Design id_hazard_ctrl, sky130hd; sources not shown.
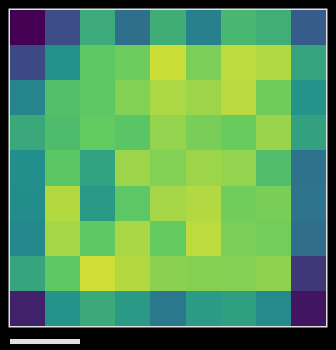
**Above:** run 1 (cell area per tile).
The bar under the picture is 20 um long. 9 x 9 tiles, from dark purple (low) to yellow (high), 0 to 100% covered.
mean over tiles	65%
emptiest ninth of the die	north-west
fullest tile	93%
tiles over 75% full	44%
densest ninth of the die	center
nearly empty tiles	1.2%
FP Core Util: 0.512
CORE AREA: 7180 um^2
Finished Core Util: 0.749

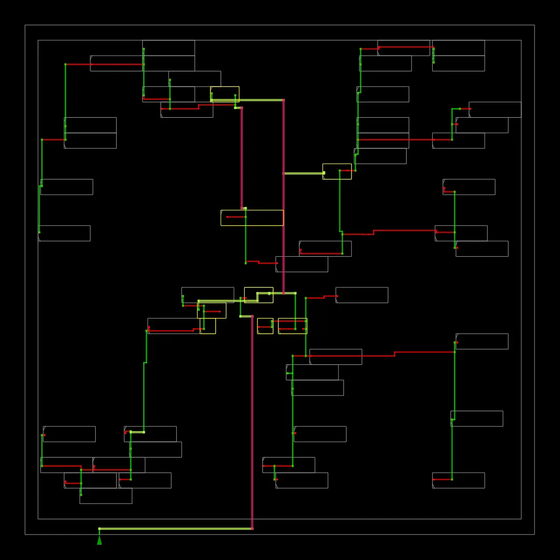
**Above:** run 1 (the clock network).
CTS Sinks: 46
CTS buffer count: 5

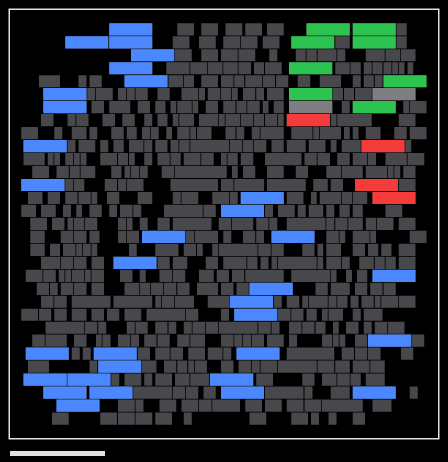
**Above:** run 1 (sequential cells grouped by signal name).
The bar under the picture is 20 um long. Other sequential cells in the stronger gray, the rest of the logic in the fainter gray.
color	name in the netlist	placed flops
green	`cnt`	8
red	`u_scoreboard.inflight`	4
blue	`u_scoreboard.pending`	32
not colored	2
Reg area: 1150 um^2
fraction of area in registers: 0.214
Seq group: 464 uW

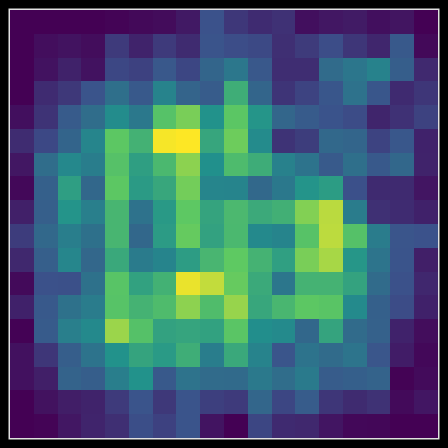
**Above:** run 1 (wiring heat map).
18 x 18 tiles, from dark purple (low) to yellow (high), scaled to the fullest tile. Values are wire area over tile area, all layers added.
densest ninth of the die	center
mean over tiles	0.30
tiles over half the peak	26%
nearly empty tiles	5.6%
fullest tile	0.87
Routed WL: 13900 um
Avg WL per Cell: 21.4 um
Total GRT Usage: 0.351
vias: 4253

==> flow_metrics.py, run 1 <==
# Auto-generated metrics
metrics = {
    "timing": {
        "drv_slew": 0,
        "slew_headroom": 0.586,
        "holdWs_ns": 0.499,
        "tightest_slew_ns": 0.621,
        "worst_slack_ns": 0.0955,
    },
    "placed_design": {
        "placed_cell_area_um2": 5180,
        "dp.cells": 638,
        "routabilityCongestion": 0.976,
        "hpwl_um": 10900,
    },
    "worst_setup_path": {
        "crit_family": "simple AND/OR/NAND/NOR gates",
        "rrSetupSlack_ns": 1.15,
        "worstPathCellList": "buf_2 > nand4b_1 > buf_6 > o21ai_2 > nor2_1 > or4_1 > or4_4 > o41ai_4 > buf_4 > a31oi_4 > buf_6",
        "path_depth": 11,
    },
    "grt": {
        "grt_use_met2": 0.567,
        "antenna_found_initial": 0,
        "grt_pass1_vias": 4196,
    },
    "die": {
        "die_x_um": 89.7,
        "tap_cells": 99,
        "chip_area_um2": 8050,
    },
    "clock_tree": {
        "root_buffer": "clkbuf_8",
        "cts.reportedPaths.clkPinSlew_ns": 0.09,
        "hold_buffers": 0,
        "cts_max_level": 2,
    },
    "logic_synthesis": {
        "synthXorXnorAreaFrac": 0.0143,
        "yosys.area.top_type": "dfrtp_1",
        "ff_type": "dfrtp_1",
        "topCellsByArea": "dfrtp_1, mux4_2, o21ai_0, mux2i_1, o31ai_2",
        "synthDistinctLibCells": 69,
        "synth_top_area_share": 0.313,
        "synthAoiAreaFrac": 0.229,
    },
    "cells_and_area": {
        "layout-drive-gt1-share": 0.311,
        "comb_cells": 305,
        "nets": 591,
        "largest_reg_flops": 32,
        "comb_share": 0.454,
    },
    "status": {
        "outcome": "finished, final reports clean",
    },
    "hold_path": {
        "hold_depth": 1,
        "hold_class": "flop to flop",
    },
    "route": {
        "m1WireLength_um": 5330,
        "drt_drc_violations_left": 0,
        "drt-initial-drc-count": 404,
        "first_pass_iters": 6,
    },
    "run": {
        "maxCapViolCount": 0,
    },
    "power": {
        "comb_power_share": 0.307,
    },
}
**Run 1: routed metal, one color a layer**

Only two layers are drawn.
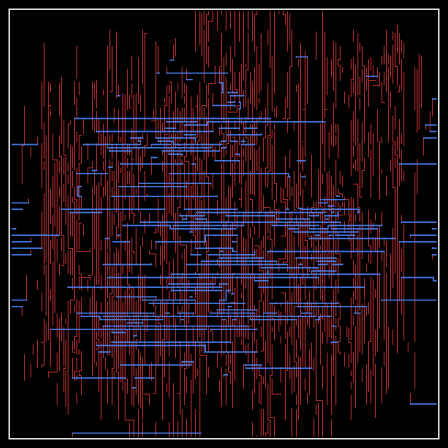

==> run 2: changes to the inputs <==
==> constraint.sdc (replaced) <==
create_clock -name clk -period 4.4 [get_ports clk]
set_input_delay 0.88 -clock clk [delete_from_list [all_inputs] [get_ports clk]]
set_output_delay 0.88 -clock clk [all_outputs]
set_load 0.05 [all_outputs]
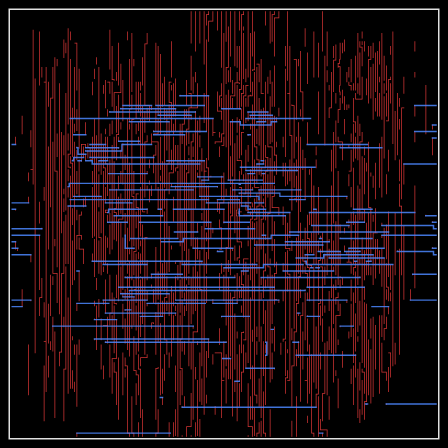
**Above:** run 2 (routed metal, one color a layer).
Only two layers are drawn.
color	layer	wire length
red	M2	6750 um
blue	M3	1380 um
Avg WL per Cell: 22.4 um
Routed WL: 14100 um
vias: 4138

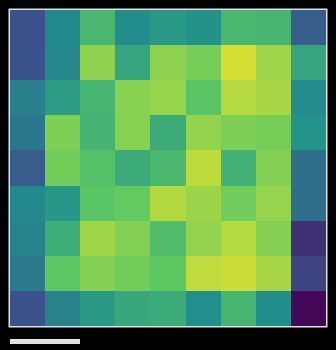
**Above:** run 2 (cell area per tile).
The bar under the picture is 20 um long. 9 x 9 tiles, from dark purple (low) to yellow (high), 0 to 100% covered.
tiles over 75% full	40%
fullest tile	94%
mean over tiles	64%
Finished Core Util: 0.733

==> run 2 against run 1 <==
Fmax decreased by 0.98%. Worst hold slack got worse by 0.013 ns. Setup slack worse by 0.043 ns.
==> flow_metrics.py, run 2 <==
# Auto-generated metrics
metrics = {
    "logic_synthesis": {
        "synthAoiAreaFrac": 0.229,
        "synth_top_area_share": 0.313,
        "synthXorXnorAreaFrac": 0.0143,
        "topCellsByArea": "dfrtp_1, mux4_2, o21ai_0, mux2i_1, o31ai_2",
    },
    "clock_tree": {
        "cts.sinks": 46,
        "cts_max_level": 2,
        "cts_made_buffers": 5,
        "root_buffer": "clkbuf_8",
    },
    "cells_and_area": {
        "comb_cells": 305,
        "comb_share": 0.468,
        "largest_reg_flops": 32,
        "layout-drive-gt1-share": 0.290,
    },
    "timing": {
        "worst_slack_ns": 0.0528,
        "slew_headroom": 0.596,
        "holdWs_ns": 0.486,
    },
    "worst_setup_path": {
        "crit_family": "simple AND/OR/NAND/NOR gates",
        "worstPathCellList": "dlygate4sd2_1 > nand4b_4 > o21ai_4 > nor3_1 > or4_1 > or4_4 > o41ai_4 > buf_4 > a31oi_2 > buf_6",
    },
    "die": {
        "die_x_um": 89.7,
        "initial_core_util": 0.512,
    },
    "power": {
        "comb_power_share": 0.355,
    },
    "route": {
        "drt_drc_violations_left": 0,
        "m1WireLength_um": 5420,
        "first_pass_iters": 7,
    },
    "status": {
        "outcome": "finished, final reports clean",
    },
    "hold_path": {
        "hold_depth": 1,
    },
    "grt": {
        "grt_pass1_vias": 4109,
        "antenna_found_initial": 0,
    },
    "run": {
        "maxCapViolCount": 0,
    },
    "placed_design": {
        "hpwl_um": 10900,
        "routabilityCongestion": 1.03,
    },
}
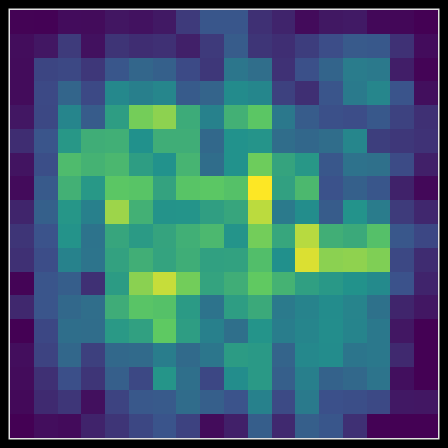
**Above:** run 2 (wiring heat map).
18 x 18 tiles, from dark purple (low) to yellow (high), scaled to the fullest tile. Values are wire area over tile area, all layers added.
nearly empty tiles	4.3%
mean over tiles	0.30
tiles over half the peak	29%
emptiest ninth of the die	north-east
Total GRT Usage: 0.348

Power is estimated from default activity; no workload was simulated.
